Figure 1. Metal layers overlaid.
(6 px per micron)
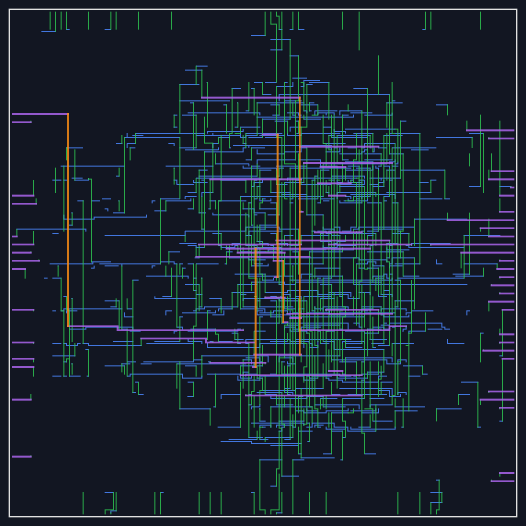
Figure 2. Clock wiring as the flow saved it.
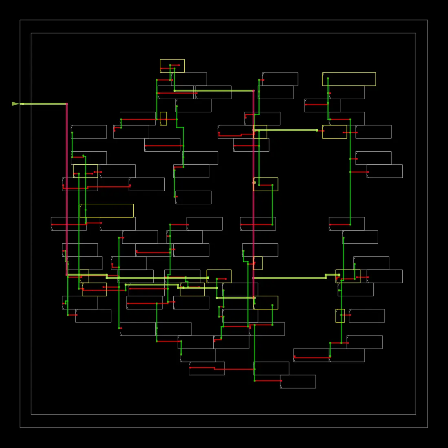
Figure 3. Logic cells by family.
(3 px per micron)
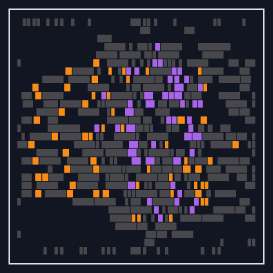
Figure 4. Power grid.
(4 px per micron) Pins as bars on the die edge.
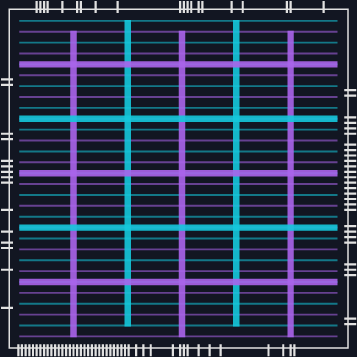
Figure 5. Clock distribution.
(3 px per micron)
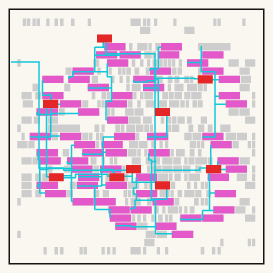
File: config.mk
export PLATFORM = sky130hd
export DESIGN_NAME = ext_int_ctrl
export DESIGN_NICKNAME = d
export VERILOG_FILES = /design/src/rtl/ext_int_ctrl.sv
export SDC_FILE = /design/constraint.sdc
export NUM_CORES = 1
export LEC_CHECK = 0
export CAP_MARGIN = 25
export CORE_MARGIN = 2
export CORE_UTILIZATION = 43
export DETAILED_ROUTE_END_ITERATION = 12
export PLACE_DENSITY = 0.88
export SLEW_MARGIN = 10
export SYNTH_ARGS = -nofsm -noshare
export SYNTH_HDL_FRONTEND = slang
export SYNTH_SLANG_ARGS = --single-unit
File: constraint.sdc
create_clock -name clk -period 4.75 [get_ports clk]
set_input_delay 0.95 -clock clk [delete_from_list [all_inputs] [get_ports clk]]
set_output_delay 0.95 -clock clk [all_outputs]
set_load 0.01 [all_outputs]
File: src/rtl/ext_int_ctrl.sv
// ext_int_ctrl: machine external interrupt controller. Synchronises peripheral
// lines, latches pending requests, arbitrates by lowest ID and runs claim/complete.
module ext_int_ctrl #(
   parameter int unsigned NUM_SRC     = 8,
   parameter int unsigned SYNC_STAGES = 2
) (
   input  logic               clk,
   input  logic               rst_sync,
   input  logic [NUM_SRC-1:0] irq_src,
   input  logic [3:0]         bus_addr,
   input  logic               bus_re,
   input  logic               bus_we,
   input  logic [31:0]        bus_wdata,
   output logic [31:0]        bus_rdata,
   output logic               meip,
   output logic [26:0]        custom_int_code
);
   typedef enum logic [1:0] {
      REG_PENDING = 2'd0,
      REG_ENABLE  = 2'd1,
      REG_TRIGGER = 2'd2,
      REG_CLAIM   = 2'd3
   } reg_sel_e;

   logic [NUM_SRC-1:0] sync_q [SYNC_STAGES];
   logic [NUM_SRC-1:0] prev_q;
   logic [NUM_SRC-1:0] pending_q;
   logic [NUM_SRC-1:0] enable_q;
   logic [NUM_SRC-1:0] trigger_q;
   logic [4:0]         in_service_q;
   logic [4:0]         code_q;

   logic [NUM_SRC-1:0] sync_s;
   logic [NUM_SRC-1:0] req;
   logic [NUM_SRC-1:0] set_mask;
   logic [NUM_SRC-1:0] clr_mask;
   logic [4:0]         win_id;
   reg_sel_e           sel;
   logic               wr_en;
   logic               claim;
   logic               complete;
   logic [31:0]        rdata_nxt;
   logic               unused_bits;

   assign sync_s   = sync_q[SYNC_STAGES-1];
   assign sel      = reg_sel_e'(bus_addr[3:2]);
   assign req      = pending_q & enable_q;
   assign set_mask = (trigger_q & sync_s & ~prev_q) | (~trigger_q & sync_s);
   // A simultaneous read wins over the write on the same cycle.
   assign wr_en    = bus_we & ~bus_re;
   assign claim    = bus_re && (sel == REG_CLAIM) && (in_service_q == '0);
   assign complete = wr_en && (sel == REG_CLAIM) && (in_service_q != '0)
                     && (bus_wdata[4:0] == in_service_q);

   assign unused_bits = ^{bus_addr[1:0], bus_wdata};

   // Descending scan so the lowest requesting index is the last to assign.
   always_comb begin
      win_id = '0;
      for (int unsigned i = NUM_SRC; i > 0; i--) begin
         if (req[i-1]) win_id = 5'(i);
      end
   end

   always_comb begin
      clr_mask = '0;
      for (int unsigned i = 0; i < NUM_SRC; i++) begin
         clr_mask[i] = claim && (win_id == 5'(i + 1));
      end
   end

   always_comb begin
      rdata_nxt = '0;
      if (bus_re) begin
         case (sel)
            REG_PENDING: rdata_nxt = 32'(pending_q);
            REG_ENABLE:  rdata_nxt = 32'(enable_q);
            REG_TRIGGER: rdata_nxt = 32'(trigger_q);
            REG_CLAIM:   rdata_nxt = claim ? 32'(win_id) : '0;
            default:     rdata_nxt = '0;
         endcase
      end
   end

   always_ff @(posedge clk) begin
      if (rst_sync) begin
         for (int unsigned k = 0; k < SYNC_STAGES; k++) sync_q[k] <= '0;
         prev_q       <= '0;
         pending_q    <= '0;
         enable_q     <= '0;
         trigger_q    <= '0;
         in_service_q <= '0;
         code_q       <= '0;
         meip         <= 1'b0;
         bus_rdata    <= '0;
      end else begin
         sync_q[0] <= irq_src;
         for (int unsigned k = 1; k < SYNC_STAGES; k++) sync_q[k] <= sync_q[k-1];
         prev_q    <= sync_s;
         // New set beats claim-clear on the same bit.
         pending_q <= (pending_q & ~clr_mask) | set_mask;
         if (wr_en && (sel == REG_ENABLE))  enable_q  <= bus_wdata[NUM_SRC-1:0];
         if (wr_en && (sel == REG_TRIGGER)) trigger_q <= bus_wdata[NUM_SRC-1:0];
         if (claim)         in_service_q <= win_id;
         else if (complete) in_service_q <= '0;
         meip      <= (req != '0) && (in_service_q == '0);
         code_q    <= win_id;
         bus_rdata <= rdata_nxt;
      end
   end

   assign custom_int_code = {22'd0, code_q};

endmodule

==> Flow_metrics.wiki <==
== Metrics ==
{| class="wikitable"
! Metric !! Value
|-
| Slew of the pin with the lowest slew margin || 623.5 ps
|-
| P per Cell Area || 359.1 mW/mm^2
|-
| Post-synth regs || 65
|-
| Area of combinational cells with multiple inputs || 0.001215 sq mm
|-
| Inst Count DP || 417
|-
| Clock input transition at the sequential cells of the worst setup and hold paths || 70 ps
|-
| Total overflow reported by the global router || 0
|-
| Post-route worst hold slack || 431.0 ps
|-
| RR Startpoint || in_service_q[0]$_SDFFE_PP0P_
|-
| Multi-input combinational gate total || 233
|-
| Global router's overall resource usage || 15.23%
|-
| Most common cell in the netlist || sky130_fd_sc_hd__dfxtp_1
|-
| Total length of routed wires || 5.167 mm
|-
| Fraction of synthesis flops using an asynchronous set or reset pin || 0%
|-
| Post-DR wirelength/cell || 11.93 microns
|-
| Starting DRT DRC Count || 150
|-
| Signal inverters || 6
|-
| FF+latch count || 65
|-
| Count of instantiated cells in the yosys netlist || 315
|-
| Total number of yosys warnings || 0
|-
| IR drop worst, VDD || 0.0002249 V
|-
| Remaining routing DRC violations || 0
|-
| Result of the run || completed
|-
| Number of cells in the finished layout apart from fillers || 433
|-
| Die outline area || 0.007109 sq mm
|-
| Post-route design area || 0.003201 sq mm
|-
| Crit end category || flop
|-
| Number of top-level pins || 108
|-
| RSZ-0062 raised after global routing || false
|-
| Fraction of final layout cells with drive strength greater than 1 || 6.180%
|-
| Hold Path Origin || sync_q[0][1]$_SDFF_PP0_
|-
| Tapcells inserted || 77
|-
| Clock insertion delay at the later pin of the skew report || 340 ps
|-
| Post-place instance area || 0.002990 sq mm
|-
| Largest net degree at the start of global routing || 38
|-
| Most numerous cell types in the synthesized netlist || sky130_fd_sc_hd__dfxtp_1, sky130_fd_sc_hd__nand2_1, sky130_fd_sc_hd__buf_4, sky130_fd_sc_hd__a21oi_1, sky130_fd_sc_hd__nor2b_1
|-
| Synthesized area divided by synthesized cell count || 8.806 sq um
|-
| CTS H-tree lvls || 3
|-
| Maximum clock path buffer count || 2
|-
| Starting utilization of the core area || 44.19%
|-
| Maximum clock frequency || 332.8 MHz
|-
| Pwr Total || 0.001149 W
|-
| Remaining number of nets flagged by the antenna check after routing || 0
|-
| Class of the worst hold path || flop to flop
|-
| Critical Path Start || bus_addr[3]
|-
| PnR worst setup slack || 1745 ps
|-
| Die Y || 84.32 microns
|-
| Total core area || 0.006277 sq mm
|-
| Area of the synthesized netlist per yosys stat || 0.002774 sq mm
|-
| Worst-path maximum fanout || 13
|-
| Number of flops mapped to enable cells by yosys || 0
|-
| Pins over their slew limit || 0
|-
| Max cap viols || 0
|-
| IO Port Bufs || 34
|-
| Relative area of clock buffers and inverters in the final design || 6.568%
|-
| Wire length of the first global-routing pass || 8.362 mm
|-
| Leading cell category by total area || registers
|-
| Sequential element share of the synthesized area || 46.91%
|-
| Number of cells upsized or downsized after cts || 0
|-
| Count of endpoints failing setup in the final report || 0
|-
| Number of search-and-repair iterations in the first detailed-routing pass || 5
|-
| FF/Latch Area || 0.001301 sq mm
|-
| Synthesis-to-layout area growth || 15.38%
|-
| Quantity of hold-fixing buffers added after cts || 0
|-
| Horizontal die size || 84.32 microns
|-
| Count of fill cells added during filler insertion || 587
|-
| Final non-clock buffer share || 11.10%
|-
| Multi-input logic portion of the cell area || 37.96%
|-
| Buffers inserted during post-CTS setup optimization || 0
|-
| Post-synthesis instance total || 315
|-
| Count of inserted antenna diode cells || 0
|-
| Post-route setup TNS || 0 ps
|-
| CP Data Arrival Time || 3230 ps
|-
| Biggest area contributors in the synthesized netlist || sky130_fd_sc_hd__dfxtp_1, sky130_fd_sc_hd__buf_4, sky130_fd_sc_hd__nand2_1
|-
| Headroom to the max-slew limit || 58.30%
|-
| CTS tree || done
|-
| Yosys top cell area share || 46.91%
|-
| HPWL after detailed placement || 3.721 mm
|-
| Portion of the clock cycle consumed by the worst path in the final layout || 63.26%
|}
Notes on Figure 1 above:
Purple shows metal 3, wire length 512 microns. Orange shows metal 4, wire length 132 microns. Green shows metal 2, wire length 2430 microns. Blue shows metal 1, wire length 2100 microns.

Notes on Figure 2 above:
clock tree sinks: 65
TritonCTS buffer count: 9
post-route clock skew: 9.193 ps
# clk buffers: 10

Notes on Figure 3 above:
Orange shows NOR gates, cells 57, most used nor2b_1. Purple shows inverting AOI/OAI gates, cells 48, most used a21oi_1.

Notes on Figure 4 above:
Purple shows VSS. Cyan shows VDD.
5 straps on met5. 30 met1 rails follow the rows. 108 signal pins sit on the boundary. 5 straps on met4.

Notes on Figure 5 above:
Magenta shows flip-flops, count 65. Cyan shows clock wires, length 729 microns. Red shows clock drivers, count 9.
There are 10 routed clock nets.

==> kinds of logic after synthesis <==
kind of cell / after synthesis / synth area share (%)
DFF: 65 / 46.91
AOI/OAI and AO/OA: 55 / 12.81
muxes: 8 / 2.887
buffers and inverters: 63 / 15.52
other: 1 / 0.1352
xor gates and xnor gates: 4 / 1.263
and+or+nand+nor: 119 / 20.48
==> power by group <==
| part | total [W] | leakage, nW | switching, W | internal [W] |
|---|---|---|---|---|
| sequential | 0.000571 | 0.530 | 0.00000907 | 0.000562 |
| combinational | 0.0000877 | 0.644 | 0.0000519 | 0.0000358 |
| clock | 0.000491 | 0.106 | 0.000198 | 0.000292 |
==> metal layers <==
layer	share of wire, %	routed length [microns]	GRT usage, %	vias to the layer above
li1	-	-	-	1026
met2	47	2427	23.30	101
met3	9.9	512	5.900	13
met5	0	0	0	-
met4	2.5	131	8.358	0
met1	41	2096	18.39	919
==> worst max-delay path, cell delays in order <==
cell and delay, ps:
sky130_fd_sc_hd__clkdlybuf4s50_1 820, sky130_fd_sc_hd__nand3_1 120, sky130_fd_sc_hd__or2_0 370, sky130_fd_sc_hd__or3_4 490, sky130_fd_sc_hd__o311ai_0 370, sky130_fd_sc_hd__nand2_1 90
==> worst paths after layout <==
| check | end | slack, ps | cells past startpoint |
|---|---|---|---|
| worst min register to register | sync_q[0][9]$_SDFF_PP0_ | 430 | 1 |
| worst max register to register | pending_q[3]$_SDFF_PP0_ | 2400 | 5 |
| worst max-delay path | pending_q[3]$_SDFF_PP0_ | 1750 | 6 |
| worst min-delay path | sync_q[0][9]$_SDFF_PP0_ | 430 | 1 |
==> cells in the final DEF (no fill, tap or decap), types with 2 or more instances in the layout <==
cell,n
sky130_fd_sc_hd__nor3b_1,2
sky130_fd_sc_hd__xnor2_1,4
sky130_fd_sc_hd__dfxtp_1,65
sky130_fd_sc_hd__a32o_1,2
sky130_fd_sc_hd__o21ai_0,5
sky130_fd_sc_hd__clkbuf_8,9
sky130_fd_sc_hd__inv_1,6
sky130_fd_sc_hd__mux2i_1,8
sky130_fd_sc_hd__clkdlybuf4s50_1,34
sky130_fd_sc_hd__nand3_1,3
sky130_fd_sc_hd__conb_1,47
sky130_fd_sc_hd__and2_1,2
sky130_fd_sc_hd__nor2_1,26
sky130_fd_sc_hd__clkinv_2,3
sky130_fd_sc_hd__nor2b_1,27
sky130_fd_sc_hd__o311ai_0,7
sky130_fd_sc_hd__buf_4,2
sky130_fd_sc_hd__a22oi_1,3
sky130_fd_sc_hd__a2bb2oi_1,2
sky130_fd_sc_hd__or4_4,2
sky130_fd_sc_hd__o211a_1,2
sky130_fd_sc_hd__a22o_1,2
sky130_fd_sc_hd__nand2_1,50
sky130_fd_sc_hd__bufinv_16,2
sky130_fd_sc_hd__a21oi_1,28
==> registers in the layout, summed over array words and instances, names as in the netlist <==
signal        cells
bus_rdata         8
code_q            4
enable_q          8
in_service_q      4
meip              1
pending_q         8
prev_q            8
sync_q           16
trigger_q         8
Power and IR drop assume default switching activity.
